<file path="config.mk">
export PLATFORM = sky130hd
export DESIGN_NAME = control_unit
export DESIGN_NICKNAME = d
export VERILOG_FILES = /design/src/rtl/cpu_defs_pkg.sv /design/src/rtl/reg_sel_decoder.sv /design/src/rtl/control_unit.sv
export SDC_FILE = /design/constraint.sdc
export NUM_CORES = 1
export LEC_CHECK = 0
export CORE_MARGIN = 2
export CORE_UTILIZATION = 38
export CTS_CLUSTER_DIAMETER = 50
export DETAILED_ROUTE_END_ITERATION = 6
export MAX_ROUTING_LAYER = met4
export PLACE_DENSITY_LB_ADDON = 0.12
export SYNTH_ARGS = -nofsm -noshare
export SYNTH_HDL_FRONTEND = slang
export SYNTH_SLANG_ARGS = --single-unit
</file>
<file path="constraint.sdc">
create_clock -name clock -period 4.7 [get_ports clock]
set_input_delay 1.175 -clock clock [delete_from_list [all_inputs] [get_ports clock]]
set_output_delay 1.175 -clock clock [all_outputs]
set_load 0.02 [all_outputs]
</file>
<file path="src/rtl/cpu_defs_pkg.sv">
// Shared definitions for the Mini-SRC hardwired control unit: states, opcodes,
// ALU op codes, IR field positions and the opcode-to-ALU-op table.
package cpu_defs_pkg;

  localparam int NUM_REGS = 16;
  localparam int OPW      = 5;
  localparam int IR_W     = 32;

  localparam int OP_MSB = 31;
  localparam int OP_LSB = 27;
  localparam int RA_MSB = 26;
  localparam int RA_LSB = 23;
  localparam int RB_MSB = 22;
  localparam int RB_LSB = 19;
  localparam int RC_MSB = 18;
  localparam int RC_LSB = 15;

  typedef enum logic [3:0] {
    IDLE, T0, T1, T2, T3, T4, T5, T6, HALT_S
  } state_t;

  typedef logic [OPW-1:0] opcode_t;

  localparam opcode_t OP_ADD  = 5'b00010;
  localparam opcode_t OP_SUB  = 5'b00011;
  localparam opcode_t OP_AND  = 5'b00100;
  localparam opcode_t OP_OR   = 5'b00101;
  localparam opcode_t OP_SHR  = 5'b00110;
  localparam opcode_t OP_SHL  = 5'b00111;
  localparam opcode_t OP_ROR  = 5'b01000;
  localparam opcode_t OP_ROL  = 5'b01001;
  localparam opcode_t OP_ADDI = 5'b01010;
  localparam opcode_t OP_ANDI = 5'b01011;
  localparam opcode_t OP_ORI  = 5'b01100;
  localparam opcode_t OP_MUL  = 5'b01111;
  localparam opcode_t OP_DIV  = 5'b10000;
  localparam opcode_t OP_NEG  = 5'b10001;
  localparam opcode_t OP_NOT  = 5'b10010;
  localparam opcode_t OP_NOP  = 5'b11010;
  localparam opcode_t OP_HALT = 5'b11011;

  localparam logic [4:0] ALU_ADD = 5'd0;
  localparam logic [4:0] ALU_SUB = 5'd1;
  localparam logic [4:0] ALU_AND = 5'd2;
  localparam logic [4:0] ALU_OR  = 5'd3;
  localparam logic [4:0] ALU_SHR = 5'd4;
  localparam logic [4:0] ALU_SHL = 5'd5;
  localparam logic [4:0] ALU_ROR = 5'd6;
  localparam logic [4:0] ALU_ROL = 5'd7;
  localparam logic [4:0] ALU_MUL = 5'd8;
  localparam logic [4:0] ALU_DIV = 5'd9;
  localparam logic [4:0] ALU_NEG = 5'd10;
  localparam logic [4:0] ALU_NOT = 5'd11;

  // Immediate forms reuse the register-form ALU operation.
  function automatic logic [4:0] alu_ctrl(input opcode_t op);
    case (op)
      OP_ADD, OP_ADDI: alu_ctrl = ALU_ADD;
      OP_SUB:          alu_ctrl = ALU_SUB;
      OP_AND, OP_ANDI: alu_ctrl = ALU_AND;
      OP_OR,  OP_ORI:  alu_ctrl = ALU_OR;
      OP_SHR:          alu_ctrl = ALU_SHR;
      OP_SHL:          alu_ctrl = ALU_SHL;
      OP_ROR:          alu_ctrl = ALU_ROR;
      OP_ROL:          alu_ctrl = ALU_ROL;
      OP_MUL:          alu_ctrl = ALU_MUL;
      OP_DIV:          alu_ctrl = ALU_DIV;
      OP_NEG:          alu_ctrl = ALU_NEG;
      OP_NOT:          alu_ctrl = ALU_NOT;
      default:         alu_ctrl = ALU_ADD;
    endcase
  endfunction

endpackage

</file>
<file path="src/rtl/reg_sel_decoder.sv">
// 4-to-16 one-hot register select decoder with enable; all zeros when disabled.
module reg_sel_decoder
  import cpu_defs_pkg::*;
(
  input  logic                en,
  input  logic [3:0]          sel,
  output logic [NUM_REGS-1:0] onehot
);

  always_comb begin
    onehot = '0;
    if (en) onehot[sel] = 1'b1;
  end

endmodule

</file>
<file path="src/rtl/control_unit.sv">
// Hardwired fetch/execute control FSM for the Mini-SRC datapath.
// Build option ILLEGAL_TRAP_EN: undefined opcodes halt and raise illegal_op.
//
// state  | meaning
// IDLE   | stopped, all strobes low, waits for run
// T0     | PC -> MAR, PC+1 -> Z
// T1     | memory read; waits for mem_ready, then Zlow -> PC
// T2     | MDR -> IR; NOP/undefined finish here, HALT leaves to HALT_S
// T3..T5 | operand fetch, ALU operation, write-back (Ra or LO)
// T6     | MUL/DIV only: Zhigh -> HI
// HALT_S | halted until clear
module control_unit
  import cpu_defs_pkg::*;
(
  input  logic                clock,
  input  logic                clear,
  input  logic                run,
  input  logic                mem_ready,
  input  logic [IR_W-1:0]     ir,
  output logic [NUM_REGS-1:0] reg_in,
  output logic [NUM_REGS-1:0] reg_out,
  output logic                PCin,
  output logic                PCout,
  output logic                IncPC,
  output logic                MARin,
  output logic                MDRin,
  output logic                MDRout,
  output logic                Read,
  output logic                IRin,
  output logic                Yin,
  output logic                Zin,
  output logic                Zhighout,
  output logic                Zlowout,
  output logic                HIin,
  output logic                LOin,
  output logic                Coutout,
  output logic [4:0]          ALU_Control,
  output logic                instr_done,
  output logic                halted
`ifdef ILLEGAL_TRAP_EN
  ,
  output logic                illegal_op
`endif
);

  state_t  state;
  opcode_t opcode;
  logic [3:0] ra, rb, rc;
  logic is_alu, is_imm, is_unary, is_muldiv, is_nop, is_halt, is_illegal;
  logic is_exec, trap_now;
  logic       dec_en, dec_to_in;
  logic [3:0] dec_sel;
  logic [NUM_REGS-1:0] dec_onehot;
  logic unused_ir;

  assign opcode    = ir[OP_MSB:OP_LSB];
  assign ra        = ir[RA_MSB:RA_LSB];
  assign rb        = ir[RB_MSB:RB_LSB];
  assign rc        = ir[RC_MSB:RC_LSB];
  assign unused_ir = ^ir[RC_LSB-1:0];

`ifdef ILLEGAL_TRAP_EN
  localparam bit TRAP_EN = 1'b1;
  logic illegal_q;

  always_ff @(posedge clock) begin
    if (!clear)                        illegal_q <= 1'b0;
    else if (state == T2 && is_illegal) illegal_q <= 1'b1;
  end

  assign illegal_op = halted & illegal_q;
`else
  localparam bit TRAP_EN = 1'b0;
`endif

  always_comb begin
    is_alu     = 1'b0;
    is_imm     = 1'b0;
    is_unary   = 1'b0;
    is_muldiv  = 1'b0;
    is_nop     = 1'b0;
    is_halt    = 1'b0;
    is_illegal = 1'b0;
    case (opcode)
      OP_ADD, OP_SUB, OP_AND, OP_OR,
      OP_SHR, OP_SHL, OP_ROR, OP_ROL: is_alu    = 1'b1;
      OP_ADDI, OP_ANDI, OP_ORI:       is_imm    = 1'b1;
      OP_NEG, OP_NOT:                 is_unary  = 1'b1;
      OP_MUL, OP_DIV:                 is_muldiv = 1'b1;
      OP_NOP:                         is_nop    = 1'b1;
      OP_HALT:                        is_halt   = 1'b1;
      default:                        is_illegal = 1'b1;
    endcase
  end

  assign is_exec  = is_alu | is_imm | is_unary | is_muldiv;
  assign trap_now = is_halt | (TRAP_EN & is_illegal);

  // Finishing steps return to fetch only while run is held; run never aborts.
  always_ff @(posedge clock) begin
    if (!clear) begin
      state <= IDLE;
    end else begin
      case (state)
        IDLE:   if (run) state <= T0;
        T0:     state <= T1;
        T1:     if (mem_ready) state <= T2;
        T2: begin
          if (is_exec)       state <= T3;
          else if (trap_now) state <= HALT_S;
          else               state <= run ? T0 : IDLE;
        end
        T3:     state <= T4;
        T4:     state <= T5;
        T5:     state <= is_muldiv ? T6 : (run ? T0 : IDLE);
        T6:     state <= run ? T0 : IDLE;
        HALT_S: state <= HALT_S;
        default: state <= IDLE;
      endcase
    end
  end

  always_comb begin
    PCin        = 1'b0;
    PCout       = 1'b0;
    IncPC       = 1'b0;
    MARin       = 1'b0;
    MDRin       = 1'b0;
    MDRout      = 1'b0;
    Read        = 1'b0;
    IRin        = 1'b0;
    Yin         = 1'b0;
    Zin         = 1'b0;
    Zhighout    = 1'b0;
    Zlowout     = 1'b0;
    HIin        = 1'b0;
    LOin        = 1'b0;
    Coutout     = 1'b0;
    ALU_Control = ALU_ADD;
    instr_done  = 1'b0;
    halted      = 1'b0;
    dec_en      = 1'b0;
    dec_to_in   = 1'b0;
    dec_sel     = 4'd0;
    if (clear) begin
      case (state)
        T0: begin
          PCout = 1'b1;
          MARin = 1'b1;
          IncPC = 1'b1;
          Zin   = 1'b1;
        end
        T1: begin
          Read  = 1'b1;
          MDRin = 1'b1;
          if (mem_ready) begin
            Zlowout = 1'b1;
            PCin    = 1'b1;
          end
        end
        T2: begin
          MDRout     = 1'b1;
          IRin       = 1'b1;
          instr_done = ~is_exec & ~trap_now;
        end
        T3: begin
          Yin     = 1'b1;
          dec_en  = 1'b1;
          dec_sel = is_muldiv ? ra : rb;
        end
        T4: begin
          Zin         = 1'b1;
          ALU_Control = alu_ctrl(opcode);
          if (is_imm) begin
            Coutout = 1'b1;
          end else begin
            dec_en  = 1'b1;
            dec_sel = is_alu ? rc : rb;
          end
        end
        T5: begin
          Zlowout = 1'b1;
          if (is_muldiv) begin
            LOin = 1'b1;
          end else begin
            dec_en     = 1'b1;
            dec_to_in  = 1'b1;
            dec_sel    = ra;
            instr_done = 1'b1;
          end
        end
        T6: begin
          Zhighout   = 1'b1;
          HIin       = 1'b1;
          instr_done = 1'b1;
        end
        HALT_S: halted = 1'b1;
        default: ;
      endcase
    end
  end

  reg_sel_decoder u_reg_sel (
    .en     (dec_en),
    .sel    (dec_sel),
    .onehot (dec_onehot)
  );

  // One decoder serves both buses; a step never drives a register in and out together.
  assign reg_in  = dec_to_in ? dec_onehot : '0;
  assign reg_out = dec_to_in ? '0 : dec_onehot;

endmodule

</file>
==> deck_impl_summary.md, run 1 <==
Flow Results at a Glance

Clock network
  • Clk ins delay skew pair: 0.23 ns
  • Clock H-tree levels: 1
  • Clock tree sinks: 4
  • CTS tree: done
  • Post-CTS setup buffers: 3

Yosys
  • Syn Std Cell Area: 0.00145 mm^2
  • Register area share after synthesis: 5.53%
  • Cell Type Count: 65
  • Top cells by area: nor3_1 8.3%, nor4_1 6.0%, dfxtp_1 5.5%

Layout
  • Final #Nets: 363
  • Max reg flops: 4

Power and ir drop
  • Sw frac: 40.0%
  • Sw power: 108 uW
  • Power density over cell area: 102 mW/mm^2
  • Comb power: 150 uW
  • P_clk: 77.7 uW

Die
  • Row count: 22
  • Die height: 65.8 um

Routing
  • Via-per-instance ratio: 5.86

Outcome
  • Status: finished, final reports clean

GRT
  • Grt total ovfl: 0
  • Met2 Use GR: 43.7%
  • Vias in the first global route: 1887

Critical path
  • Crit path arrival time: 3.46 ns
  • Slowest stage delay, CP: 0.59 ns

Timing
  • Final TNS setup: 0 ns

Placement
  • GPL Wtd Cong: 0.858
  • Placed cells: 358
run 1: kinds of logic after synthesis:
group                    share of synthesized area, %
adder cells (fa/ha/maj)                          4.32
AND/OR/NAND/NOR                                  46.7
other                                           0.259
flip-flops                                       5.53
buffers and inverters                            10.3
AND-OR/OR-AND                                    30.0
multiplexers                                     2.94
run 1: cell type report:
type | instances | area [um^2]
clock buffers | 3 | 41.3
flip-flops and latches | 4 | 80.1
inverters | 6 | 25.0
repair buffers | 128 | 998
well taps | 48 | 60.1
multi-input cells | 179 | 1440
fillers | 312 | 1010
run 1: layout by cell type (no fill, tap or decap), drive strengths merged, types with 3 or more instances in the layout:
cell type / synthesis / layout
nor4: 14 / 14
nor3: 26 / 26
dlygate4sd2: 0 / 3
nor2: 17 / 17
a31oi: 3 / 3
nand2b: 5 / 5
o211ai: 6 / 6
nor3b: 3 / 3
inv: 6 / 6
and4: 4 / 4
o21ai: 9 / 9
nand4: 4 / 4
clkdlybuf4s50: 0 / 35
o21a: 4 / 4
a21oi: 7 / 7
and3: 5 / 5
or2: 3 / 3
dfxtp: 4 / 4
buf: 16 / 85
ha: 5 / 5
nand2: 17 / 17
clkdlybuf4s15: 0 / 3
clkbuf: 3 / 4
run 1: routing by layer:
metal | vias up | routed length (um)
met5 | - | 0
met1 | 1017 | 2500
met3 | 6 | 345
li1 | 1045 | -
met4 | 0 | 36
met2 | 88 | 2910
run 1: critical path, delay by kind of cell:
family / cells / cell delay (ns)
compound gates: 2 / 0.47
buf+inv: 3 / 0.71
simple gates: 4 / 1.11
run 1: final timing paths:
path / from / end / cells past startpoint
setup reg to reg: state[0] / state[0] / 6
hold reg to reg: state[0] / state[1] / 2
hold / removal: state[0] / state[1] / 2
setup / recovery: ir[30] / reg_out[8] / 9
**Run 1: cell area per tile**

7 x 7 tiles, from white (low) to dark blue (high), 0 to 100% covered.
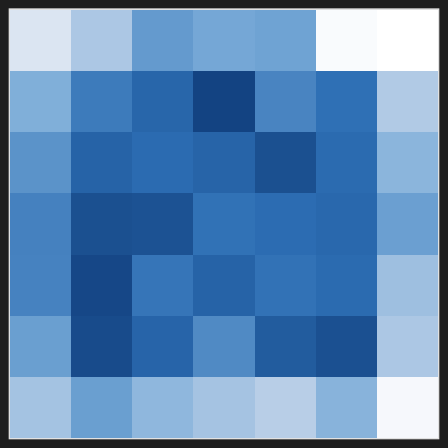
nearly empty tiles: 2.0%
mean over tiles: 60%
fullest tile: 92%
emptiest ninth of the die: upper right
tiles over 75% full: 37%
final core utilization: 72.3%
Core Util at FP: 39.6%
Core Region: 0.00366 mm^2

**Run 1: M1 wires**

Supply wires on this layer in grey.
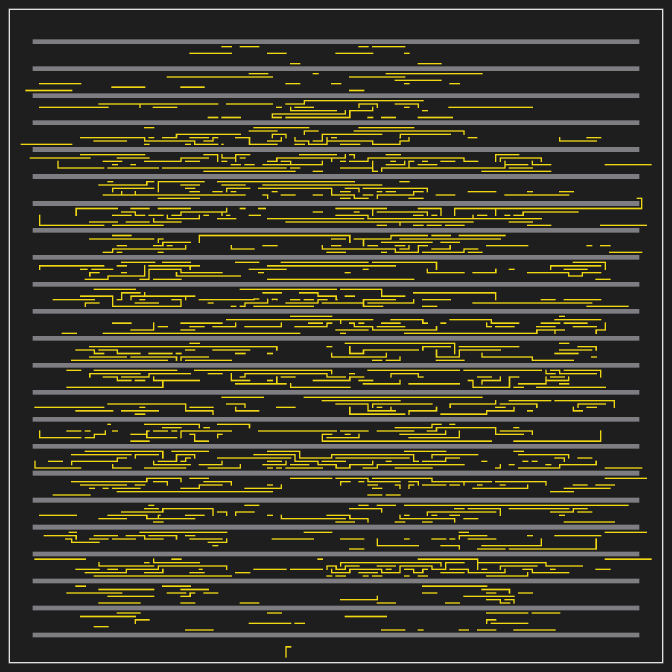
main direction: horizontal
nets with wire on the layer: 303

**Run 1: routing congestion**

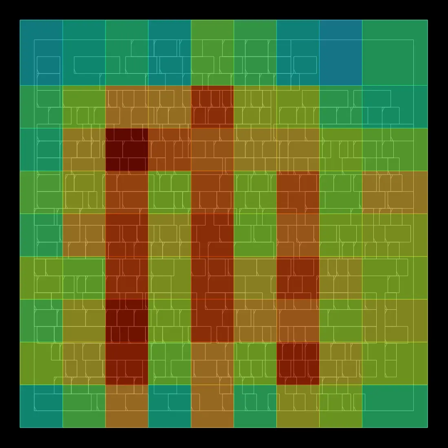
GR Layer Usage met1: 36.0%
GR Util met3: 2.91%

**Run 1: port wiring**

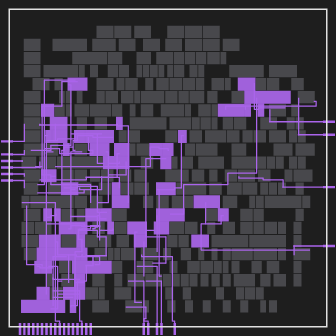
| port | colour | direction | edge | end cells | wire |
|---|---|---|---|---|---|
| `ir` | purple | input | 22 bottom, 6 left, 4 right | 52 | 946 um |
I/O Pins: 90
IO Port Bufs: 73

==> run 1 -> run 2 <==
--- a/config.mk
+++ b/config.mk
@@ -5,7 +5,7 @@
 export SDC_FILE = /design/constraint.sdc
 export NUM_CORES = 1
 export LEC_CHECK = 0
-export CORE_MARGIN = 2
+export CORE_MARGIN = 5
 export CORE_UTILIZATION = 38
 export CTS_CLUSTER_DIAMETER = 50
 export DETAILED_ROUTE_END_ITERATION = 6
==> deck_impl_summary.md, run 2 <==
Flow Results at a Glance

Outcome
  • Status: finished, final reports clean

Critical path
  • R2R Path End: state[0]
  • Family with the most delay on the worst path: buffers and inverters
  • R2r worst-path depth: 6
  • Crit path arrival time: 3.43 ns
  • WP buf/inv: 5
  • Slowest stage delay, CP: 0.52 ns
  • Reg2Reg Launch Point: state[0]

Yosys
  • Simple-Gate Area Share: 46.7%
  • Main logic family: simple AND/OR/NAND/NOR gates
  • Top cells by area: nor3_1 8.3%, nor4_1 6.0%, dfxtp_1 5.5%
  • Mux frac, synth: 2.94%
  • Cell Type Count: 65
  • AO/OA Area Share: 30.0%
  • Register area share after synthesis: 5.53%
  • Area share of xor/xnor cells in the synthesized design: 0%
  • Adder-Cell Fraction of Synth Area: 4.32%

Routing
  • Via-per-instance ratio: 5.79

Die
  • Die height: 71.8 um
  • Core Region: 0.00369 mm^2
  • Row count: 22
  • Core Util at FP: 39.3%

GRT
  • Vias in the first global route: 1974
  • First-pass GRT wire length: 9180 um
  • Grt total ovfl: 0

Power and ir drop
  • Sw power: 101 uW
  • Power density over cell area: 98.0 mW/mm^2
  • P_clk: 73.3 uW
  • Comb power: 145 uW
  • Sw frac: 38.9%

Layout
  • Max reg flops: 4
  • Final #Nets: 355
  • Final core utilization: 71.8%
  • # fillers: 332
  • Commonest non-fill, non-tap cells in the layout: 50 x buf_4, 35 x clkdlybuf4s50_1, 22 x nor3_1, 16 x nand2_1
  • Commonest Layout Cell: buf_4

Worst hold path
  • Min-Delay Path Depth: 3
  • Hold Crit Start: state[2]
  • WHS Endpoint: state[2]

Clock network
  • Clock H-tree levels: 1
  • CTS tree: done
  • Clk ins delay skew pair: 0.22 ns
  • Clock tree sinks: 4

Placement
  • GPL Wtd Cong: 0.945
  • Placed cells: 354
  • IO Port Bufs: 73

Timing
  • Hold slack final: 0.688 ns
  • Final TNS setup: 0 ns
==> run 2: cell counts after synthesis <==
Identical to the previous run, type by type.
==> run 2: cell families after synthesis <==
kind of cell | count (synthesis)
and+or+nand+nor | 115
DFF | 4
muxes | 3
AOI/OAI and AO/OA | 55
buffers and inverters | 25
adders and majority gates | 5
other | 1
==> run 2: layout make-up <==
class / count / area (um^2) / area share, %
multi-input cells: 179 / 1440 / 54.2
repair buffers: 120 / 1010 / 38.1
flip-flops and latches: 4 / 80.1 / 3.02
well taps: 48 / 60.1 / 2.27
clock buffers: 3 / 41.3 / 1.56
inverters: 6 / 22.5 / 0.850
==> run 2: worst register-to-register path, stage by stage, from the launching register on <==
cell and delay [ns]:
dfxtp_1 0.54, inv_1 0.22, nor2_1 0.23, nand2_1 0.12
nor4_2 0.22, o21ai_0 0.19, a21oi_1 0.17
==> run 2: layer usage <==
metal  part of all wire [%]  up-vias  GRT usage, %
met5                      0        -             -
met4                    1.5        0          6.68
met3                    5.8       11          2.66
met2                     50       80          39.2
met1                     43      972          26.5
li1                       -     1023             -
==> run 2: worst max path at each step <==
stage | depth (start not counted) | to | from | slack (ns)
CTS | 9 | reg_out[6] | ir[27] | 0.007
global route | 10 | reg_out[7] | ir[28] | -0.006
global placement | 10 | reg_out[2] | ir[28] | -0.81
floorplan | 9 | reg_out[10] | ir[28] | 0.05
finish | 10 | reg_in[8] | ir[28] | 0.09
detailed placement | 10 | reg_out[0] | ir[28] | -0.92
==> run 2: what timing repair did <==
item	CTS	global route
buffers inserted	2	1
pin swaps	8	4
gates resized	174	27
endpoints found under the setup margin	34	31
**Run 2: cell area per tile**

7 x 7 tiles, from white (low) to dark blue (high), 0 to 100% covered.
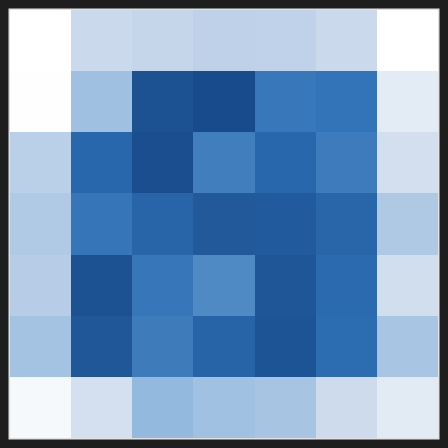
mean over tiles: 50%
tiles over 75% full: 33%
densest ninth of the die: centre
emptiest ninth of the die: upper left
nearly empty tiles: 6.1%

**Run 2: placement by cell class**

Scale bar: 20 um. Fill, decap, tap and diode cells in grey.
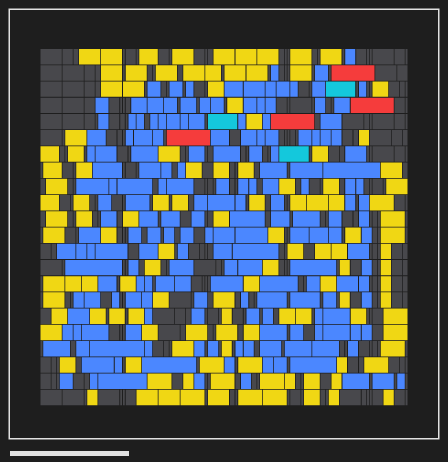
| class | colour | cells | share of their area |
|---|---|---|---|
| remaining logic cells | blue | 185 | 56% |
| clock-net drivers | cyan | 3 | 1.6% |
| registers | red | 4 | 3.1% |
| remaining buffers and delay cells | yellow | 120 | 39% |
Final Cell Area: 0.00265 mm^2
flop share of the area: 3.02%

Power is estimated from default activity; no workload was simulated.
